Fig. 1: run 1, sequential cells grouped by signal name
Scale bar: 20 um. Other sequential cells in the stronger gray, the rest of the logic in the fainter gray.
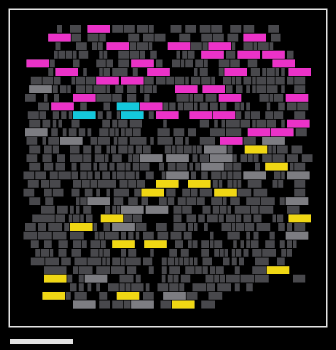
Fig. 2: run 1, clock distribution
Scale bar: 20 um.
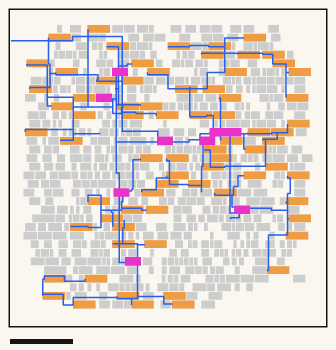
Fig. 3: run 1, cells by drive strength
Scale bar: 20 um.
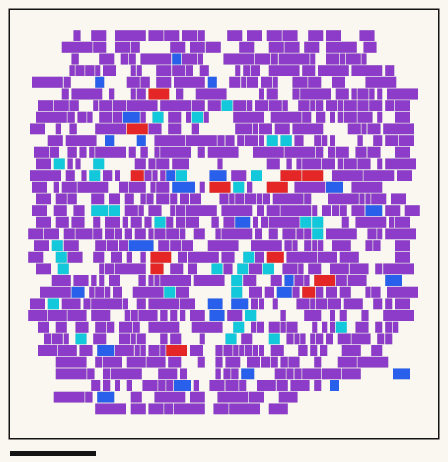
File: src/rtl/day1_instr_parser.sv
// Purpose: parse ASCII "L68\n"-style lines into (direction, magnitude) instructions.
// Latency: instruction_valid strobes 1 cycle after the terminating byte is accepted.
// Backpressure: byte_ready is high in every state except DONE; full-rate input never stalls.
module day1_instr_parser #(
  parameter int MAG_WIDTH   = 16,
  parameter int COUNT_WIDTH = 32
) (
  input  logic                   clock,
  input  logic                   clear,
  input  logic [7:0]             byte_in,
  input  logic                   byte_valid,
  input  logic                   byte_last,
  output logic                   byte_ready,
  output logic                   direction,
  output logic [MAG_WIDTH-1:0]   magnitude,
  output logic                   instruction_valid,
  output logic [COUNT_WIDTH-1:0] instruction_count,
  output logic                   parse_error,
  output logic                   overflow,
  output logic                   done
);

  typedef enum logic [2:0] {
    EXPECT_DIR,
    EXPECT_DIGIT,
    DIGITS,
    SKIP,
    DONE
  } state_t;

  localparam logic [MAG_WIDTH+3:0] MAG_MAX = {4'b0000, {MAG_WIDTH{1'b1}}};

  state_t                 state, state_nxt;
  logic                   pend_dir, pend_dir_nxt;
  logic [MAG_WIDTH-1:0]   acc, acc_nxt;
  logic                   emit, err_set, ovf_set;
  logic                   accept, is_digit, is_cr, is_lf, is_l, is_r;
  logic [3:0]             digit;
  logic [MAG_WIDTH+3:0]   acc_x10;

  assign byte_ready = (state != DONE);
  assign accept     = byte_valid & byte_ready;
  assign is_digit   = (byte_in >= 8'h30) && (byte_in <= 8'h39);
  assign is_cr      = (byte_in == 8'h0D);
  assign is_lf      = (byte_in == 8'h0A);
  assign is_l       = (byte_in == 8'h4C);
  assign is_r       = (byte_in == 8'h52);
  // ASCII '0'..'9' carry their value in the low nibble.
  assign digit      = byte_in[3:0];
  // acc*10 + d, widened by 4 bits so the saturation test sees the true result.
  assign acc_x10    = ({4'b0000, acc} << 3) + ({4'b0000, acc} << 1)
                    + {{MAG_WIDTH{1'b0}}, digit};

  // Next-state, accumulator update and per-byte emit/error decisions.
  always_comb begin
    state_nxt    = state;
    pend_dir_nxt = pend_dir;
    acc_nxt      = acc;
    emit         = 1'b0;
    err_set      = 1'b0;
    ovf_set      = 1'b0;
    if (accept) begin
      case (state)
        EXPECT_DIR: begin
          if (is_l || is_r) begin
            pend_dir_nxt = is_r;
            acc_nxt      = '0;
            state_nxt    = EXPECT_DIGIT;
          end else if (!(is_cr || is_lf)) begin
            err_set   = 1'b1;
            state_nxt = SKIP;
          end
        end
        EXPECT_DIGIT: begin
          if (is_digit) begin
            acc_nxt   = MAG_WIDTH'(digit);
            state_nxt = DIGITS;
          end else if (is_lf) begin
            err_set   = 1'b1;
            state_nxt = EXPECT_DIR;
          end else if (!is_cr) begin
            err_set   = 1'b1;
            state_nxt = SKIP;
          end
        end
        DIGITS: begin
          if (is_digit) begin
            if (acc_x10 > MAG_MAX) begin
              acc_nxt = '1;
              ovf_set = 1'b1;
            end else begin
              acc_nxt = acc_x10[MAG_WIDTH-1:0];
            end
          end else if (is_lf) begin
            emit      = 1'b1;
            state_nxt = EXPECT_DIR;
          end else if (!is_cr) begin
            err_set   = 1'b1;
            state_nxt = SKIP;
          end
        end
        SKIP: begin
          if (is_lf) state_nxt = EXPECT_DIR;
        end
        default: ;
      endcase
      // The final byte closes any line still holding digits, then the parser parks.
      if (byte_last) begin
        if (state_nxt == DIGITS) emit = 1'b1;
        else if (state_nxt == EXPECT_DIGIT) err_set = 1'b1;
        state_nxt = DONE;
      end
    end
  end

  // FSM state, pending direction and digit accumulator.
  always_ff @(posedge clock) begin
    if (clear) begin
      state    <= EXPECT_DIR;
      pend_dir <= 1'b0;
      acc      <= '0;
    end else begin
      state    <= state_nxt;
      pend_dir <= pend_dir_nxt;
      acc      <= acc_nxt;
    end
  end

  // Registered instruction outputs and sticky status flags.
  always_ff @(posedge clock) begin
    if (clear) begin
      direction         <= 1'b0;
      magnitude         <= '0;
      instruction_valid <= 1'b0;
      instruction_count <= '0;
      parse_error       <= 1'b0;
      overflow          <= 1'b0;
      done              <= 1'b0;
    end else begin
      instruction_valid <= emit;
      if (emit) begin
        direction         <= pend_dir_nxt;
        magnitude         <= acc_nxt;
        instruction_count <= instruction_count + 1'b1;
      end
      parse_error <= parse_error | err_set;
      overflow    <= overflow | ovf_set;
      if (accept && byte_last) done <= 1'b1;
    end
  end

endmodule

File: config.mk
export PLATFORM = sky130hd
export DESIGN_NAME = day1_instr_parser
export DESIGN_NICKNAME = d
export VERILOG_FILES = /design/src/rtl/day1_instr_parser.sv
export SDC_FILE = /design/constraint.sdc
export NUM_CORES = 1
export LEC_CHECK = 0
export CAP_MARGIN = 0
export CORE_MARGIN = 4
export CORE_UTILIZATION = 55
export DETAILED_ROUTE_END_ITERATION = 10
export PLACE_DENSITY = 0.78
export SYNTH_ARGS = -nofsm -noshare
export SYNTH_HDL_FRONTEND = slang
export SYNTH_SLANG_ARGS = --single-unit
File: constraint.sdc
create_clock -name clock -period 4.5 [get_ports clock]
set_clock_uncertainty 0.15 [all_clocks]
set_input_delay 0.9 -clock clock [delete_from_list [all_inputs] [get_ports clock]]
set_output_delay 0.9 -clock clock [all_outputs]
set_load 0.005 [all_outputs]
==> git commit body, run 1 <==
Store results of the implementation flow

- DP Worst Slack: -0.277 ns
- After its last routability iteration, the placer logged a weighted congestion of 0.884.
- Broken down by cell family, the worst path's largest delay share belongs to AND-OR/OR-AND gates.
- Detailed-routing wirelength on met1: 5850 um
- Diodes inserted: 0
- Cell area after technology mapping: between 4000 and 5000 sq um
* Number of enable-type register cells in the synthesized netlist: 0
- Area occupied by multi-input gates: 3020 sq um
* Grt met2 use: 40.5%
- Entering global routing, the biggest net connects 49 pins.
* Final sum of negative setup slack: 0 ns
- Ranked by flip-flop count, first place goes to instruction_count.
- Crit path to: magnitude[9]
- Number of nets in the synthesized netlist: 604
* Result of the run: complete, no violations
* Clock-pin slew on the worst setup and hold paths: 0.08 ns
- Buffering overhead: 15.3%
* Fraction of registers with async set or reset after synthesis: 0%
- Dominant kind of combinational cell: AND-OR/OR-AND gates
- Startpoint Class: primary input
* Placement row count: 33
* Worst hold path depth: 1
- Worst Hold End: overflow
- The average instance in the mapped netlist occupies just over 8 sq um.
* Slew @ Worst Pin: 0.978 ns
- Clock buffers: 9
* Internal power consumption: about 910 uW
* Width of the die: 99.8 um
- Measured on the final layout, the clock distribution area share stands at 3.21%.
- Required time of the worst setup path: 4.59 ns
* Post-route antenna net violation count: 0
* Met3 demand-to-capacity share in global routing: 3.82%
- Clock period minus worst slack: 4.36 ns
- Number of vias per cell after detailed routing: 6.27
- Wire length of the first global-routing pass: 20900 um
- The finished layout holds 746 standard cells, fillers aside.
- Per the hold report, the tightest min-delay path originates at overflow.
About Fig. 1:
Magenta marks `instruction_count`, sequential cells 32, where a horizontal strip, top. Yellow marks `acc`, sequential cells 16. Cyan marks `state`, sequential cells 3.
Another 22 sequential cells are not colored.
flop share of the area: 25.5%
seq pwr: 659 uW
area occupied by registers: 1460 sq um
final core utilization: 69.7%

About Fig. 2:
Magenta marks clock drivers, count 9. Orange marks flip-flops, count 73. Blue marks clock wires, length 981 um.
Position of the flops: widely spread. There are 10 routed clock nets.
part of the total power dissipated in the clock network: 39.6%
Clock Latency Late Sink: 0.36 ns
Clock Power: 499 uW

About Fig. 3:
Blue marks _2 cells, cells 26, share 4.1%. Red marks _6 and larger, cells 13, share 2.0%. Cyan marks _3 and _4 cells, cells 34, share 5.3%. Purple marks _0 and _1 cells, cells 568, share 89%.
layout overhead on the synthesized area: 23.4%
final design instance area without fill: 5720 sq um
final worst-path setup slack: 0.135 ns

--- run 2 (diff from run 1) ---
CTS_BUF_LIST = sky130_fd_sc_hd__clkbuf_8 sky130_fd_sc_hd__clkbuf_16   (was default)
==> git commit body, run 2 <==
Store results of the implementation flow

* Family of cells with the greatest summed delay on the critical path: AND-OR/OR-AND gates
- The run finished with clean final reports.
* Area occupied by registers: 1460 sq um (unchanged)
- DP Worst Slack: -0.277 ns (unchanged)
- Met3 demand-to-capacity share in global routing: 3.82% (unchanged)
* Final worst-path setup slack: 0.135 ns (unchanged)
* Flop share of the area: 25.5% (unchanged)
* Dominant kind of combinational cell: AND-OR/OR-AND gates
- Width of the die: 99.8 um (unchanged)
- Per the hold report, the tightest min-delay path originates at overflow.
- Final design instance area without fill: 5720 sq um (unchanged)
* Area occupied by multi-input gates: 3020 sq um (unchanged)
- Clk tree area frac: 3.21% (unchanged)
- The endpoint of the worst hold path is reported as overflow.
- Final GP Congestion: 0.884 (unchanged)
- Fraction of registers with async set or reset after synthesis: 0% (unchanged)
* Buffering overhead: 15.3% (unchanged)
- The net count entering floorplan was 604 (unchanged).
- The post-route core utilization was 69.7% (unchanged).
* Number of vias per cell after detailed routing: 6.27 (unchanged)
* Cell area after technology mapping: 4640 sq um (unchanged)
- According to the timing report, the critical path is captured at magnitude[9].
- The average cell area after synthesis was 8.31 sq um (unchanged).
- The register with the most flip-flops in the final layout is instruction_count.
- Post-route antenna net violation count: 0 (unchanged)
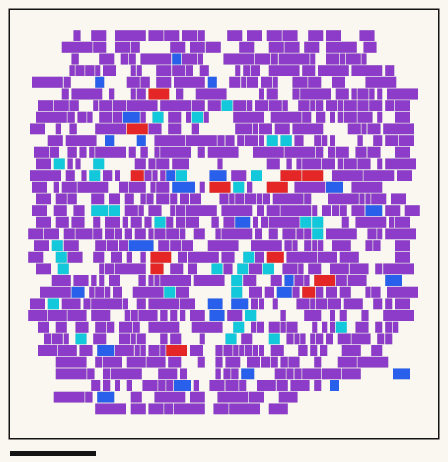
Fig. 4. Cells by drive strength (run 2).
Scale bar: 20 um.
number of ordinary and repair buffers in the finished layout: 95

No activity file was given, so power comes from the tool's default toggle rates.
